## src/rtl/mux_arb_pkg.sv

```systemverilog
// Shared constants for the round-robin mux arbiter: FSM encoding and requester geometry.
package mux_arb_pkg;
  localparam logic IDLE  = 1'b0;
  localparam logic GRANT = 1'b1;
  localparam int   NREQ  = 8;
  localparam int   SELW  = 3;
endpackage

```

## src/rtl/Mux.sv

```systemverilog
// Structural 8:1 single-bit mux; s1 is the select MSB, b1 is chosen by select 0.
// Purely combinational, no latency, no flow control.
module Mux (
  input  logic b1,
  input  logic b2,
  input  logic b3,
  input  logic b4,
  input  logic b5,
  input  logic b6,
  input  logic b7,
  input  logic b8,
  input  logic s1,
  input  logic s2,
  input  logic s3,
  output logic a1
);
  assign a1 = (~s1 & ~s2 & ~s3 & b1) |
              (~s1 & ~s2 &  s3 & b2) |
              (~s1 &  s2 & ~s3 & b3) |
              (~s1 &  s2 &  s3 & b4) |
              ( s1 & ~s2 & ~s3 & b5) |
              ( s1 & ~s2 &  s3 & b6) |
              ( s1 &  s2 & ~s3 & b7) |
              ( s1 &  s2 &  s3 & b8);
endmodule

```

## src/rtl/rr_mux_arbiter.sv

```systemverilog
// Round-robin arbiter driving the shared 8:1 Mux; grant registered one cycle after a request,
// bursts capped at MAX_BURST beats, stalls indefinitely while out_ready is low and the request holds.
module rr_mux_arbiter
  import mux_arb_pkg::*;
#(
  parameter int MAX_BURST = 4,
  parameter int CW        = 4
) (
  input  logic            clk,
  input  logic            rst_n,
  input  logic [NREQ-1:0] req,
  input  logic [NREQ-1:0] data,
  output logic [NREQ-1:0] gnt,
  output logic [SELW-1:0] sel,
  output logic            out_valid,
  input  logic            out_ready,
  output logic            out_data,
  output logic            busy
);

  logic            state, state_nxt;
  logic [NREQ-1:0] gnt_nxt;
  logic [SELW-1:0] sel_nxt, last, last_nxt;
  logic [CW-1:0]   beat_cnt, cnt_nxt;
  logic            found;
  logic [SELW-1:0] pick, idx;

  // Search starts just after the last-served index; the 3-bit add wraps mod 8,
  // and the eighth probe lands back on last so a lone repeat requester still wins.
  always_comb begin
    found = 1'b0;
    pick  = '0;
    idx   = '0;
    for (int i = 1; i <= NREQ; i++) begin
      idx = last + SELW'(i);
      if (!found && req[idx]) begin
        found = 1'b1;
        pick  = idx;
      end
    end
  end

  always_ff @(posedge clk or negedge rst_n) begin
    if (!rst_n) begin
      state    <= IDLE;
      gnt      <= '0;
      sel      <= '0;
      last     <= SELW'(NREQ - 1);
      beat_cnt <= '0;
    end else begin
      state    <= state_nxt;
      gnt      <= gnt_nxt;
      sel      <= sel_nxt;
      last     <= last_nxt;
      beat_cnt <= cnt_nxt;
    end
  end

  always_comb begin
    state_nxt = state;
    gnt_nxt   = gnt;
    sel_nxt   = sel;
    last_nxt  = last;
    cnt_nxt   = beat_cnt;
    if (state == IDLE) begin
      if (found) begin
        state_nxt = GRANT;
        gnt_nxt   = NREQ'(1) << pick;
        sel_nxt   = pick;
        last_nxt  = pick;
        cnt_nxt   = '0;
      end
    end else begin
      if (!req[sel]) begin
        state_nxt = IDLE;
        gnt_nxt   = '0;
      end else if (out_ready) begin
        if (beat_cnt == CW'(MAX_BURST - 1)) begin
          state_nxt = IDLE;
          gnt_nxt   = '0;
        end else begin
          cnt_nxt = beat_cnt + 1'b1;
        end
      end
    end
  end

  always_comb begin
    busy      = (state == GRANT);
    out_valid = (state == GRANT) && req[sel];
  end

  Mux u_mux (
    .b1 (data[0]),
    .b2 (data[1]),
    .b3 (data[2]),
    .b4 (data[3]),
    .b5 (data[4]),
    .b6 (data[5]),
    .b7 (data[6]),
    .b8 (data[7]),
    .s1 (sel[2]),
    .s2 (sel[1]),
    .s3 (sel[0]),
    .a1 (out_data)
  );

endmodule

```

## config.mk

```make
export PLATFORM = sky130hd
export DESIGN_NAME = rr_mux_arbiter
export DESIGN_NICKNAME = d
export VERILOG_FILES = /design/src/rtl/mux_arb_pkg.sv /design/src/rtl/Mux.sv /design/src/rtl/rr_mux_arbiter.sv
export SDC_FILE = /design/constraint.sdc
export NUM_CORES = 1
export LEC_CHECK = 0
export CELL_PAD_IN_SITES_DETAIL_PLACEMENT = 1
export CELL_PAD_IN_SITES_GLOBAL_PLACEMENT = 1
export CORE_UTILIZATION = 30
export CTS_CLUSTER_DIAMETER = 60
export DETAILED_ROUTE_END_ITERATION = 6
export PLACE_DENSITY = 0.62
export SKIP_CTS_REPAIR_TIMING = 1
export SLEW_MARGIN = 25
export SYNTH_ARGS = -nofsm -noshare
export SYNTH_HDL_FRONTEND = slang
export SYNTH_SLANG_ARGS = --single-unit
```

## constraint.sdc

```tcl
create_clock -name clk -period 5 [get_ports clk]
set_clock_uncertainty 0.1 [all_clocks]
set_input_delay 1.5 -clock clk [delete_from_list [all_inputs] [get_ports clk]]
set_output_delay 1.5 -clock clk [all_outputs]
set_load 0.005 [all_outputs]
```

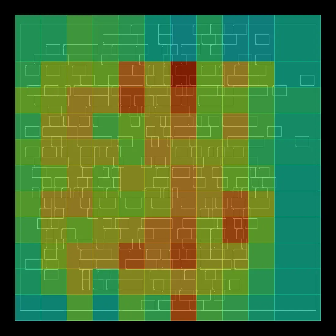
**Above:** run 1 (routing congestion map).
M1 GR Usage: 27.0%
grt peak-use layer: met1
Finished Core Util: 38.9%
gr usage total: 17.7%

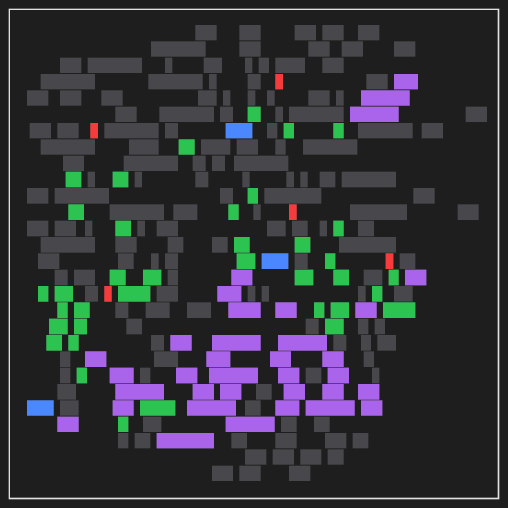
**Above:** run 1 (gate families picked out).
(6 px per um)
family	colour	cells	most used
multiplexers	purple	35	mux2i_1
inverters	red	5	inv_1
adder and majority cells	blue	3	ha_1
inverting AOI/OAI gates	green	37	a21oi_1
Comb area share: 55.7%
non-filler cells in the finished layout: 297
most used logic cell in the final layout: clkdlybuf4s50_1

==> run summary, run 1 <==
GRT overflow = 0
CP Cell Sequence = clkdlybuf4s50_1 -> mux4_2 -> mux2_2 -> nand2_1 -> inv_1 -> clkdlybuf4s50_1
Port bufs = 32
DRC Markers = 0
Post-synth top cells = mux2i_1 (19), dfrtp_1 (16), nand2_1 (12)
Min Tclk post-route = 4900 ps
Placed cells = 293
Final tally of setup violations = 0
# rows = 28
Max cap viols = 0
Chip area in the Yosys report = 1890 um2
Die Height = 81.3 um
Crit-path max FO = 3
Mux area share = 26.0%
CP endpoint kind = output pin
Initial antenna violation count = 0
Max-slew violations = 0
Crit path DAT = 3300 ps
Worst-margin pin slew = 865 ps
Mapped cell area = 1890 um2
Logic Gate Count = 152
Fp_density = 31.5%
Root Buffer = clkbuf_8
Largest logic family = multiplexers
Non-CTS inverters = 5
Area fraction in xor and xnor cells = 3.25%
Most frequent cells in the layout = clkdlybuf4s50_1 (32), mux2i_1 (19), dfrtp_1 (16)
Synth Seq Share = 25.4%
Worst hold start = gnt[0]
H-tree levels = 1
Max Used Layer = met4
Max reg flops = 8
Fin area = 2330 um2
Post-DRT Antenna Nets = 0
Largest area contributor in the synthesized netlist = dfrtp_1
Fa+ha+maj area frac = 1.99%
Yosys warning count = 0
Share of layout cells above drive strength 1 = 21.6%
Clk ins delay skew pair = 260 ps
DRT met1 WL = 2660 um
Reg2reg end = gnt[0]
Largest regs = gnt: 8 flops, beat_cnt: 4 flops
Worst slack at placement = 94.0 ps
Most common cell in the netlist = mux2i_1
Nets@finish = 245
Period utilization = 98.1%
Die Size = 6610 um2
Cell Type Count = 62
Cells after synthesis = 189
Req. time, crit path = 3400 ps
Leading cell kind = logic gates
Multi-input gate area = 1300 um2
Vias in the first global route = 1,720
Setup Crit Path Kind = in -> out
GPL Wtd Cong = 0.818
DRT iter0 DRCs = 70
CTS Buf Count = 3
DP Wirelength = 4190 um
Status = finished, final reports clean
Min-Delay Path Class = reg -> reg
Area Growth Syn to Fin = 23.6%
DR vias/cell = 5.77
EDFF count, synth = 0
Non-CTS buffers = 42
Largest Register = gnt
Met2 wire len = 2420 um
Flop2flop setup slack = 1330 ps
Critical path's slowest cell = mux4_2
Yosys simple share = 17.3%
N_taps = 75
Register area = 479 um2
Avg WL per Cell = 17.9 um
Synth flops = 19
Clock buffer count = 3
# Cells Yosys = 189
Die X = 81.3 um
Setup slack after layout = 95.2 ps
# diodes = 0
OpenROAD warning count = 27
Register-to-Register Path Depth = 10
AO/OA Area Share = 20.3%
Met3 usage in global routing = 2.92%
Placed Area = 2290 um2
Worst r2r src = last[0]
Fin Setup TNS = 0 ps
Clock Pin Slew Worst Setup and Hold Paths = 70 ps
Layout non-clock buf frac = 17.0%
Final hold viol count = 0
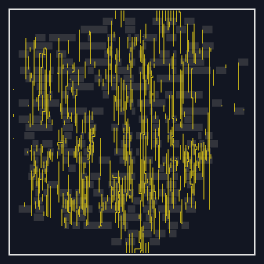
**Above:** run 1 (M2 wires).
(3 px per um)
wire length on this layer	2,420 um
share of all routed wire	46%
grt met2 use: 26.6%
vias post-DR: 1,713
drt total wl: 5320 um

## Run 2: what changed since run 1
ABC_AREA = 1   (was unset)
PLACE_DENSITY = 0.68   (was 0.62)
==> run summary, run 2 <==
Status = finished, final reports clean
CP Cell Sequence = clkdlybuf4s50_1 -> nor2_1 -> nor2_1 -> o21ai_0 -> o21ai_0 -> o21ai_0 -> inv_1 -> clkdlybuf4s50_1
Largest logic family = simple AND/OR/NAND/NOR gates
Layout non-clock buf frac = 15.2%
Register area = 479 um2
Logic Gate Count = 203
CP endpoint kind = output pin
Max cap viols = 0
Max-slew violations = 0
EDFF count, synth = 0
Worst hold start = gnt[5]
DRT iter0 DRCs = 42
Largest regs = gnt: 8 flops, beat_cnt: 4 flops
Synth flops = 19
Clock Pin Slew Worst Setup and Hold Paths = 70 ps
Synth Seq Share = 28.0%
DRC Markers = 0
Max Used Layer = met4
# rows = 27
Final tally of setup violations = 0
Share of layout cells above drive strength 1 = 11.9%
H-tree levels = 1
Mux area share = 0%
Vias in the first global route = 1,803
Die X = 77.5 um
Largest area contributor in the synthesized netlist = dfrtp_1
M1 GR Usage = 23.1%
Min-Delay Path Class = reg -> reg
Drt total wl = 4850 um
Initial antenna violation count = 0
Non-CTS buffers = 32
# diodes = 0
GRT overflow = 0
Root Buffer = clkbuf_8
Worst-margin pin slew = 849 ps
Req. time, crit path = 3400 ps
Mapped cell area = 1710 um2
Area Growth Syn to Fin = 22.8%
Multi-input gate area = 1040 um2
Post-DRT Antenna Nets = 0
Cells after synthesis = 265
Grt met2 use = 30.6%
Most common cell in the netlist = nand2_1
OpenROAD warning count = 27
N_taps = 72
Max reg flops = 8
Placed cells = 361
Area fraction in xor and xnor cells = 3.44%
Finished Core Util = 38.2%
# Cells Yosys = 265
Die Height = 77.5 um
Min Tclk post-route = 4820 ps
Yosys simple share = 44.5%
Clock buffer count = 4
AO/OA Area Share = 10.4%
Flop2flop setup slack = 1920 ps
Post-synth top cells = nand2_1 (86), nand3_1 (31), inv_1 (25), nor2_1 (25), dfrtp_1 (16)
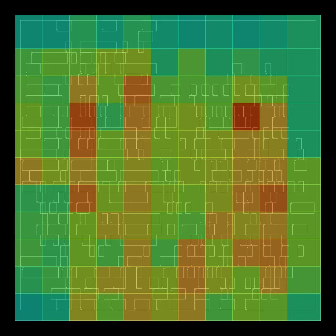
**Above:** run 2 (routing congestion map).
Avg WL per Cell: 13.3 um
grt peak-use layer: met2

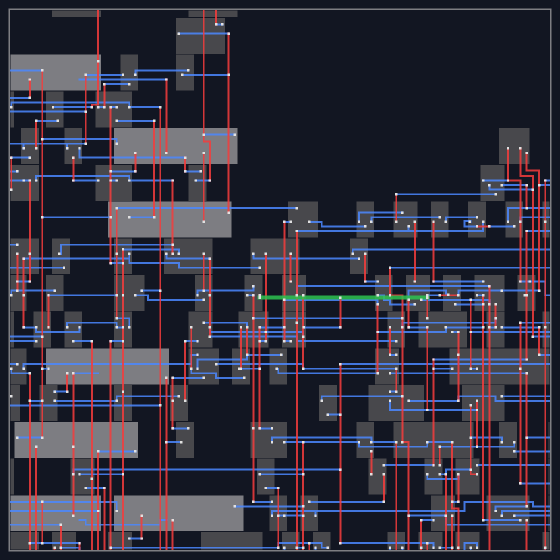
**Above:** run 2 (layout detail).
Region (19, 34) to (59, 74) um. Cells in grey, sequential cells in the stronger grey; small squares are vias.
layer	colour
met3	green
met2	red
met1	blue
cells with their middle in the window	86
most frequent	nand2_1 (22), nand3_1 (10), inv_1 (9)
netlist names of flops here include	gnt (3)
sequential cells in the window	7

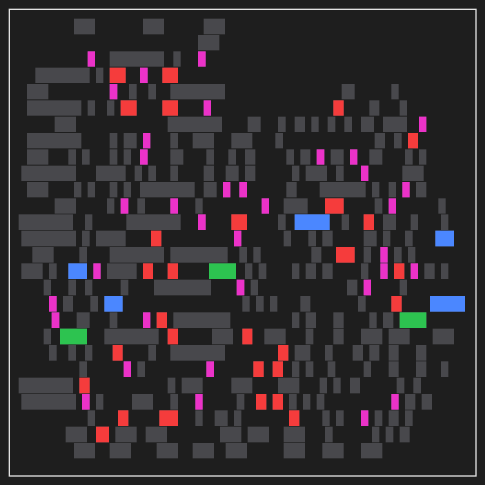
**Above:** run 2 (gate families picked out).
(6 px per um)
non-filler cells in the finished layout: 365
most used logic cell in the final layout: nand2_1
Comb area share: 49.3%

## Run 3: what changed since run 2
CORE_UTILIZATION = 36   (was 30)
PLACE_DENSITY = 0.8   (was 0.68)
==> run summary, run 3 <==
Status = finished, final reports clean
Max-slew headroom = 44.1%
Mean Syn Cell Area = 6.46 um2
Largest regs = gnt: 8 flops, beat_cnt: 4 flops
DR vias/cell = 5.08
Non-CTS buffers = 32
Clk tree area frac = 2.23%
Flop2flop setup slack = 1870 ps
Setup crit start kind = input pin
Fin area = 2080 um2
N_taps = 52
H-tree levels = 1
Max Used Layer = met4
Met3 usage in global routing = 0.855%
Most used cell, CP = o21ai_0
Non-CTS inverters = 35
Gr usage total = 22.2%
Max reg flops = 8
Crit-path max FO = 3
Grt peak-use layer = met2
Yosys warning count = 0
Clock buffer count = 3
Worst r2r src = last[0]
Final hold viol count = 0
Synth Seq Share = 28.0%
Cell Type Count = 30
DRT iter0 DRCs = 66
Register-to-Register Path Depth = 16
CP bufs+invs = 3
Largest Register = gnt
CP endpoint kind = output pin
Post-DRT Antenna Nets = 0
OpenROAD warning count = 27
Port bufs = 32
Yosys simple share = 44.5%
Logic Gate Count = 203
Finished Core Util = 46.4%
GRT overflow = 0
Leading cell kind = logic gates
Share of layout cells above drive strength 1 = 12.3%
Die Size = 5030 um2
Avg WL per Cell = 15.0 um
Hold_ws = 398 ps
# diodes = 0
Req. time, crit path = 3400 ps
Critical Path Max Stage Delay = 460 ps
WP depth = 8
TritonCTS clock tree = built
Setup Crit Path Kind = in -> out
Chip area in the Yosys report = 1710 um2
Critical path origin = req[6]
Met2 wire len = 2570 um
Max cap viols = 0
Reg2reg end = gnt[5]
IO Pins = 33
Largest area contributor in the synthesized netlist = dfrtp_1
Post-Syn Nets = 287
Post-synth top cells = nand2_1 (86), nand3_1 (31), inv_1 (25), nor2_1 (25), dfrtp_1 (16)
Worst slack at placement = 235 ps
Area fraction in xor and xnor cells = 3.44%
M1 GR Usage = 29.5%
# rows = 24
Area Growth Syn to Fin = 21.4%
CP Cell Sequence = clkdlybuf4s50_1 -> nor2_1 -> nor2_1 -> o21ai_0 -> o21ai_0 -> o21ai_0 -> inv_1 -> clkdlybuf4s50_1
Critical path's slowest cell = clkdlybuf4s50_1
Setup slack after layout = 215 ps
Placed cells = 341
Period utilization = 95.7%
Multi-input gate area = 1040 um2
Initial antenna violation count = 0
DRC Markers = 0
Min-Delay Path Class = reg -> reg
DRT met1 WL = 2520 um
Max-slew violations = 0
AO/OA Area Share = 10.4%
CTS sink count = 19
Most frequent cells in the layout = nand2_1 (86), clkdlybuf4s50_1 (32), nand3_1 (31)
Worst-margin pin slew = 836 ps
Maximum number of pins on one net before global-route repair = 20
Vias in the first global route = 1,842
Most used logic cell in the final layout = nand2_1
Synth flops = 19
Mapped cell area = 1710 um2
Clock Pin Slew Worst Setup and Hold Paths = 70 ps
# Cells Yosys = 265
RSZ-0062 raised after global routing = no
Die X = 71.0 um
EDFF count, synth = 0
Placed Area = 2030 um2
CTS Buf Count = 3
Worst Hold Path EP = gnt[1]
Worst path top cell family by delay = buffers and inverters
Worst hold start = gnt[1]
Most common cell in the netlist = nand2_1
Mux area share = 0%
Crit path DAT = 3190 ps
Nets@finish = 316
Layout non-clock buf frac = 15.4%
Cells after synthesis = 265
Largest logic family = simple AND/OR/NAND/NOR gates
Met3 routed WL = 51 um
Fp_density = 38.3%
Fa+ha+maj area frac = 2.19%
Min Tclk post-route = 4790 ps
Root Buffer = clkbuf_8
Die Height = 71.0 um
Fin Setup TNS = 0 ps
GPL Wtd Cong = 0.834
Register area = 479 um2
Clk ins delay skew pair = 260 ps
DP Wirelength = 4150 um
Final tally of setup violations = 0
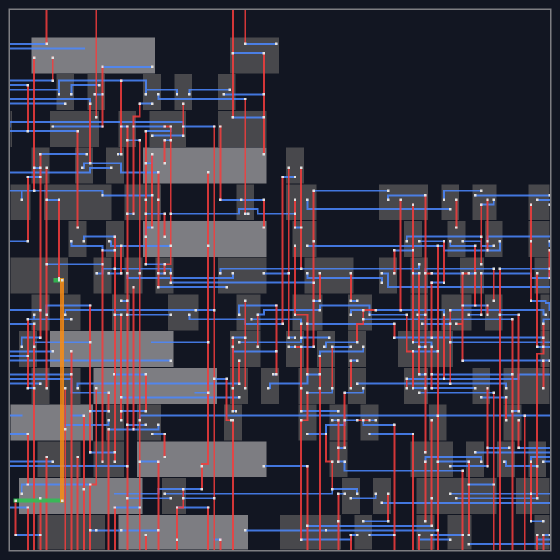
**Above:** run 3 (layout detail).
Region (15, 30) to (55, 70) um. Cells in grey, sequential cells in the stronger grey; small squares are vias.
layer	colour
met3	green
met2	red
met1	blue
met4	orange
most frequent	nand2_1 (27), nor2_1 (11), inv_1 (11)
netlist names of flops here include	gnt (4), last (2)
sequential cells in the window	9
cells with their middle in the window	101

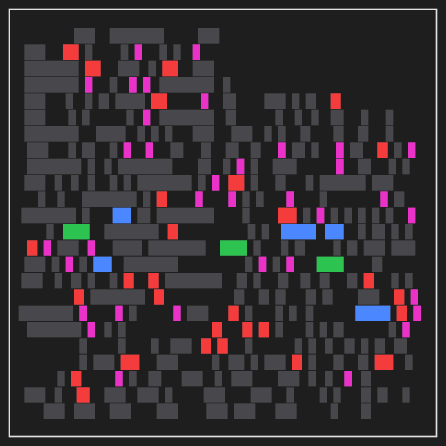
**Above:** run 3 (gate families picked out).
(6 px per um)
family	colour	cells	most used
inverters	magenta	35	inv_1
adder and majority cells	green	3	ha_1
XOR/XNOR gates	blue	5	xor2_1
inverting AOI/OAI gates	red	29	o21ai_0
non-filler cells in the finished layout: 345
Comb area share: 49.8%

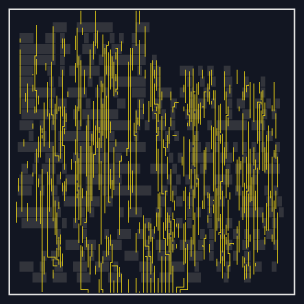
**Above:** run 3 (M2 wires).
(4 px per um)
nets with wire on the layer	267
main direction	vertical
share of all routed wire	50%
grt met2 use: 40.5%
drt total wl: 5170 um
vias post-DR: 1,751


==> layout pictures side by side <==
Sequential cells coloured by netlist name.
(6 px per um) Other sequential cells in the stronger grey, the rest of the logic in the fainter grey.
(a)
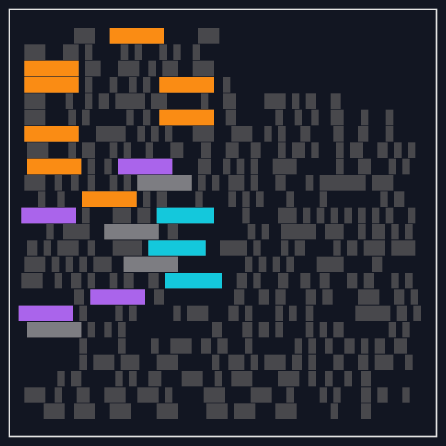
(b)
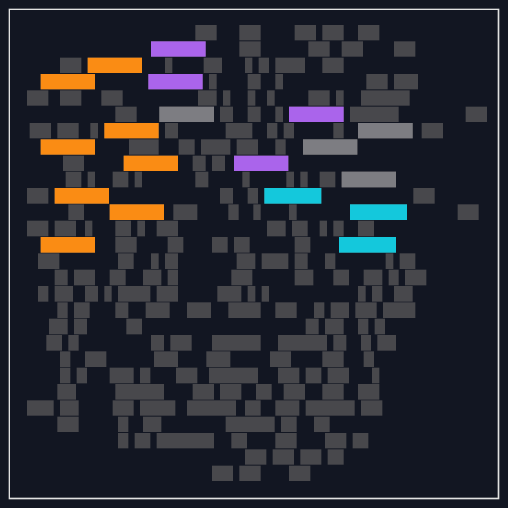
(b) comes from run 1.
(a) comes from run 3.
The one with the most cells is (a).

